===== config.mk =====
export PLATFORM = sky130hd
export DESIGN_NAME = exp5_unidade_controle
export DESIGN_NICKNAME = d
export VERILOG_FILES = /design/src/rtl/exp5_unidade_controle_pkg.sv /design/src/rtl/exp5_unidade_controle.sv
export SDC_FILE = /design/constraint.sdc
export NUM_CORES = 1
export LEC_CHECK = 0
export CORE_MARGIN = 2
export CORE_UTILIZATION = 30
export DETAILED_ROUTE_END_ITERATION = 10
export PLACE_DENSITY = 0.67
export SLEW_MARGIN = 20
export SYNTH_ARGS = -nofsm -noshare
export SYNTH_HDL_FRONTEND = slang
export SYNTH_SLANG_ARGS = --single-unit

===== constraint.sdc =====
create_clock -name clock -period 1.37 [get_ports clock]
set_input_delay 0.274 -clock clock [delete_from_list [all_inputs] [get_ports clock]]
set_output_delay 0.274 -clock clock [all_outputs]
set_load 0.01 [all_outputs]

===== src/rtl/exp5_unidade_controle_pkg.sv =====
// State codes for the Experiment 5 control unit, shared with the datapath display decoder.
package exp5_unidade_controle_pkg;

  localparam logic [3:0] INICIAL        = 4'b0000;
  localparam logic [3:0] PREPARACAO     = 4'b0001;
  localparam logic [3:0] NOVA_SEQUENCIA = 4'b0010;
  localparam logic [3:0] ESPERA_JOGADA  = 4'b0011;
  localparam logic [3:0] REGISTRA       = 4'b0100;
  localparam logic [3:0] COMPARACAO     = 4'b0101;
  localparam logic [3:0] PROXIMA_JOGADA = 4'b0110;
  localparam logic [3:0] PROXIMA_RODADA = 4'b0111;
  localparam logic [3:0] FIM_ACERTOU    = 4'b1010;
  localparam logic [3:0] FIM_ERROU      = 4'b1110;
  localparam logic [3:0] FIM_TIMEOUT    = 4'b1101;

endpackage


===== src/rtl/exp5_unidade_controle.sv =====
// Moore control unit for the sequence-memory game: state register plus next-state/output decode.
module exp5_unidade_controle
  import exp5_unidade_controle_pkg::*;
(
  input  logic       clock,
  input  logic       reset,
  input  logic       iniciar,
  input  logic       jogada_feita,
  input  logic       igual,
  input  logic       enderecoIgualLimite,
  input  logic       fimL,
  input  logic       controle_timeout,
  output logic       zeraE,
  output logic       contaE,
  output logic       zeraL,
  output logic       contaL,
  output logic       zeraR,
  output logic       registraR,
  output logic       zeraT,
  output logic       contaT,
  output logic       pronto,
  output logic       acertou,
  output logic       errou,
  output logic       timeout,
  output logic [3:0] db_estado
);

  logic [3:0] estado;
  logic [3:0] proximo;

  always_ff @(posedge clock or negedge reset) begin
    if (!reset) estado <= INICIAL;
    else        estado <= proximo;
  end

  always_comb begin
    proximo   = INICIAL;
    zeraE     = 1'b0;
    contaE    = 1'b0;
    zeraL     = 1'b0;
    contaL    = 1'b0;
    zeraR     = 1'b0;
    registraR = 1'b0;
    zeraT     = 1'b0;
    contaT    = 1'b0;
    pronto    = 1'b0;
    acertou   = 1'b0;
    errou     = 1'b0;
    timeout   = 1'b0;
    unique case (estado)
      INICIAL:        proximo = iniciar ? PREPARACAO : INICIAL;
      PREPARACAO: begin
        zeraE = 1'b1; zeraL = 1'b1; zeraR = 1'b1; zeraT = 1'b1;
        proximo = NOVA_SEQUENCIA;
      end
      NOVA_SEQUENCIA: begin
        zeraE = 1'b1; zeraT = 1'b1;
        proximo = ESPERA_JOGADA;
      end
      ESPERA_JOGADA: begin
        contaT = 1'b1;
        // A play arriving with the timeout wins.
        if (jogada_feita)          proximo = REGISTRA;
        else if (controle_timeout) proximo = FIM_TIMEOUT;
        else                       proximo = ESPERA_JOGADA;
      end
      REGISTRA: begin
        registraR = 1'b1;
        proximo   = COMPARACAO;
      end
      COMPARACAO: begin
        if (!igual)                           proximo = FIM_ERROU;
        else if (enderecoIgualLimite && fimL) proximo = FIM_ACERTOU;
        else if (enderecoIgualLimite)         proximo = PROXIMA_RODADA;
        else                                  proximo = PROXIMA_JOGADA;
      end
      PROXIMA_JOGADA: begin
        contaE = 1'b1; zeraT = 1'b1;
        proximo = ESPERA_JOGADA;
      end
      PROXIMA_RODADA: begin
        contaL  = 1'b1;
        proximo = NOVA_SEQUENCIA;
      end
      FIM_ACERTOU: begin
        pronto = 1'b1; acertou = 1'b1;
        proximo = iniciar ? PREPARACAO : FIM_ACERTOU;
      end
      FIM_ERROU: begin
        pronto = 1'b1; errou = 1'b1;
        proximo = iniciar ? PREPARACAO : FIM_ERROU;
      end
      FIM_TIMEOUT: begin
        pronto = 1'b1; timeout = 1'b1;
        proximo = iniciar ? PREPARACAO : FIM_TIMEOUT;
      end
      default:        proximo = INICIAL;
    endcase
  end

  assign db_estado = estado;

endmodule


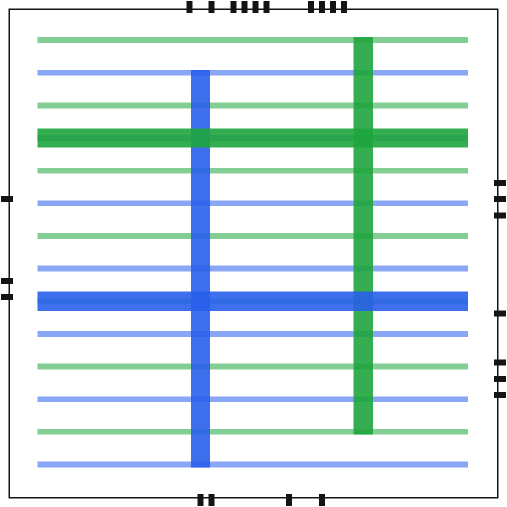
Figure 1: run 1, power grid.
Scale: 12 px per um. Pins as bars on the die edge.
- VDD: green
- VSS: blue
- met1 rails: 14
- rows: 13
- met4 straps: 2
- signal pins: 24
core box area: 1270 um2
Die X: 40.6 um
die height: 40.6 um
Max VDD drop: 0.00140 V

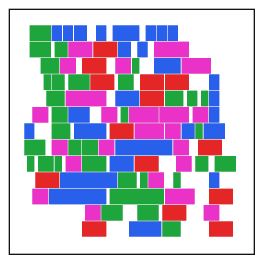
Figure 2: run 1, sizing map.
Scale: 6 px per um.
- _2 cells: blue (cells 26; share 27%; most used buf_2)
- _6 and larger: red (cells 14; share 15%; most used buf_6)
- _3 and _4 cells: magenta (cells 23; share 24%; most used buf_4)
- _0 and _1 cells: green (cells 33; share 34%; most used clkdlybuf4s50_1)

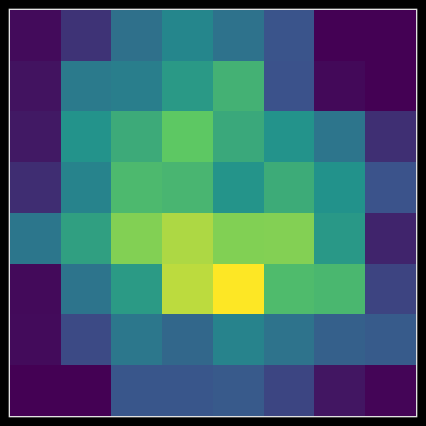
Figure 3: run 1, wiring heat map.
Scale: 10 px per um. 8 x 8 tiles, from dark purple (low) to yellow (high), scaled to the fullest tile. Values are wire area over tile area, all layers added.
- fullest tile: 0.38
- densest ninth of the die: centre
- mean over tiles: 0.14
Wirelength per Cell: 13.7 um
WL final: 1.52 mm
Vias: 559
gr usage total: 21.8%

run 1: stage by stage:
step                      utilization [%]  setup slack (ns)  setup TNS [ns]
after floorplan                         -           -0.0349         -0.0349
after global routing                 71.9            -0.193           -1.69
after detailed placement             60.5            -0.309           -3.18
after global placement               60.5            -0.282           -3.00
after CTS                            65.1            -0.148           -1.14
final                                71.9            -0.121          -0.834
run 1: worst max-delay path: cells and delay by family, from the launching register on:
family	cells	cell delay [ns]
compound gates	1	0.15
buf+inv	1	0.14
flops	1	0.40
simple gates	2	0.29
run 1: synthesized netlist by cell type:
library cell,instances,area (um2)
a2111oi_0,1,8.76
a211o_1,2,17.5
a211oi_1,1,7.51
a21boi_0,1,7.51
a21boi_1,1,7.51
a221oi_1,1,8.76
and2b_1,1,7.51
and3_1,1,6.26
and3b_1,1,8.76
buf_2,2,10.0
buf_4,2,15.0
clkbuf_1,1,3.75
dfrtp_1,4,100
inv_1,2,7.51
nand2_1,4,15.0
nand2b_1,4,25.0
nand2b_4,1,13.8
nand3b_1,1,7.51
nand4bb_1,1,11.3
nor2_1,7,26.3
nor2b_1,2,12.5
nor3_1,4,20.0
nor3b_1,1,7.51
o211ai_1,2,15.0
o21bai_1,1,7.51
o311ai_0,1,8.76
o32ai_1,1,8.76
or3_1,1,6.26
run 1: final timing paths:
check                                    endpoint
max                                        pronto
min                        db_estado[0]$_DFF_PN0_
max reg2reg                db_estado[2]$_DFF_PN0_
min reg2reg                db_estado[1]$_DFF_PN0_
max in group asynchronous  db_estado[3]$_DFF_PN0_
min in group clock         db_estado[1]$_DFF_PN0_
run 1: cells by family (layout without fill, tap and decap cells):
kind of cell,count (synthesis),count (layout),share of synthesized area (%)
and+or+nand+nor,29,29,41.7
AOI/OAI and AO/OA,12,12,24.3
DFF,4,4,24.9
buffers and inverters,7,51,9.03
==> flow_summary.toml, run 1 <==
# yosys + openroad results
[run_status]
status = "finished with violations"
violations = "setup timing"

[cells_and_area]
nMultiInputCombCells = 41
lay_top_cells = "buf_6, buf_4, buf_2"
seq_cells = 4
layout.area.comb_um2 = 373
area.sequential_um2 = 104
largest_reg_flops = 4
layout_top_cell = "buf_6"
n_all_inverters = 2
clk_share_pct = 2.47

[floorplanning]
fp_util_pct = 31.7
chipArea_um2 = 1650
row_count = 13

[clock_network]
hold_buffers = 0
clk-insertion-delay-late_ns = 0.24
clockRootBuffer = "clkbuf_4"
cts-htree-levels = 1

[global_routing]
grt_pass1_wl_mm = 2.26
met1_usage_pct = 27.2
antenna_found_initial = 0
grt_pass1_vias = 516

[worst_hold_path]
hold_class = "in -> async"

[final_timing]
fmax_mhz = 671
holdWs_ns = 0.237
rsz0062_at_grt = "yes"
period_minus_slack_ns = 1.49
finalSetupViolCount = 12
setup_slack_ns = -0.121

[worst_setup_path]
worstPathRequired_ns = 1.10
r2r_setup_slack_ns = -0.03
arrival_ns = 1.22
cp_cell_sequence = "nand2b_4 -> a21boi_4 -> nor2b_1 -> buf_2"
cp-start-kind = "register"
cp-startpoint = "db_estado[0]$_DFF_PN0_"

[logic_synthesis]
ys_cells = 52
synth_seq_share_pct = 24.9
syn_area_per_cell_um2 = 7.72

[detailed_routing]
ant_nets = 0
viasPerCell = 5.04
met3_length_um = 66

[pwr]
combPwrFrac_pct = 79.4
p_comb_uw = 1640
==> inputs of run 2 (changes only) <==
- SKIP_LAST_GASP: unset -> 1
- clock period: 1.37 -> 1.59 ns (I/O delays scaled with it)
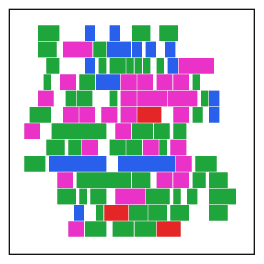
Figure 4: run 2, sizing map.
Scale: 6 px per um.
- _3 and _4 cells: magenta (cells 27; share 28%; most used buf_4)
- _0 and _1 cells: green (cells 51; share 54%)
- _6 and larger: red (cells 3; share 3.2%; most used buf_6)
- _2 cells: blue (cells 14; share 15%; most used buf_2)
Layout area overhead: 102%
final instance area: 812 um2
Buffers excl. clock: 45

==> flow_summary.toml, run 2 <==
# yosys + openroad results
[logic_synthesis]
common_cells = "nor2_1, dfrtp_1, nand2_1, nand2b_1, nor3_1"
flop_cell = "dfrtp_1"
synth_seq_share_pct = 24.9
syn_area_per_cell_um2 = 7.72
synth_dominant_cell_count = "nor2_1"

[global_routing]
antenna_found_initial = 0
grt_use_total_pct = 19.8

[pwr]
ir_drop_v = 0.00100
combPwrFrac_pct = 78.2

[worst_setup_path]
critPathBufInv = 2
crit_family = "flip-flops"
worstPathRequired_ns = 1.27
cp-start-kind = "register"

[final_timing]
period_minus_slack_ns = 1.59
fmax_mhz = 630

[clock_network]
clk-insertion-delay-late_ns = 0.24
cts-htree-levels = 1
hold_buffers = 0
clockRootBuffer = "clkbuf_4"

[cells_and_area]
final_util_pct = 64.0
layout.area.comb_um2 = 308
area.sequential_um2 = 103

[worst_hold_path]
hold_class = "in -> async"

[detailed_routing]
wl_per_cell_um = 13.6
route.vias.total = 570

[run_status]
status = "finished, final reports clean"
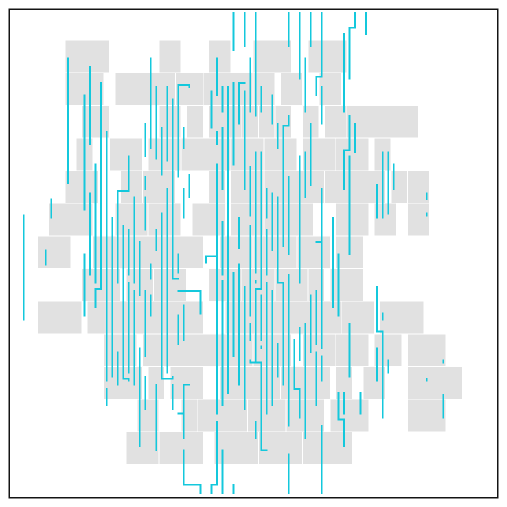
Figure 5: run 2, met2 routing.
Scale: 12 px per um. Cells faint in the background.
- wire length on this layer: 802 um
- share of all routed wire: 54%
- nets with wire on the layer: 98
- longest straight run: 25.5 um
- main direction: vertical
met2 usage: 34.5%
WL final: 1.49 mm

==> run 2: metal layers <==
metal	vias up	GRT usage, %	share of wire [%]	routed length [um]
met5	-	0	0	0
met4	0	8.33	0.94	14
met3	2	5.56	6.0	89
met2	28	34.5	54	801
met1	268	22.0	39	588
li1	272	-	-	-
==> run 2: worst paths after layout <==
kind                                     endpoint  cells past startpoint              startpoint  slack, ns
hold reg to reg            db_estado[1]$_DFF_PN0_                      2  db_estado[0]$_DFF_PN0_       0.69
min in group clock         db_estado[1]$_DFF_PN0_                      2  db_estado[0]$_DFF_PN0_       0.69
setup reg to reg           db_estado[2]$_DFF_PN0_                      6  db_estado[3]$_DFF_PN0_       0.02
setup / recovery                           pronto                      5  db_estado[1]$_DFF_PN0_      0.002
hold / removal             db_estado[3]$_DFF_PN0_                      1                   reset       0.29
max in group asynchronous  db_estado[2]$_DFF_PN0_                      1                   reset       1.11
==> run 2: power by group through the flow <==
stage	Combinational [uW]	Sequential, uW	Clock [uW]
2_1_floorplan	495	203	0
3_3_place_gp	1010	211	0
3_5_place_dp	1020	215	0
4_1_cts	1110	196	129
5_1_grt	1280	214	139
6_report	1200	210	125
==> run 2: layout make-up <==
type,count,area share [%]
well taps,15,2.31
repair buffers,45,43.5
flip-flops and latches,4,12.6
clock buffers,3,2.77
multi-input cells,41,37.9
inverters,2,0.924
==> run 2: logic make-up (layout without fill, tap and decap cells) <==
family	after synthesis	after routing	synth area share, %
DFF	4	4	24.9
AOI/OAI and AO/OA	12	12	24.3
buffers and inverters	7	50	9.03
and+or+nand+nor	29	29	41.7
==> run 2: stage by stage <==
stage,worst slack (ns),instances
global placement,-0.131,99
global route,-0.0532,110
CTS,-0.190,108
finish,0.00225,110
floorplan,0.0202,52
detailed placement,-0.140,99
Power is estimated from default activity; no workload was simulated.
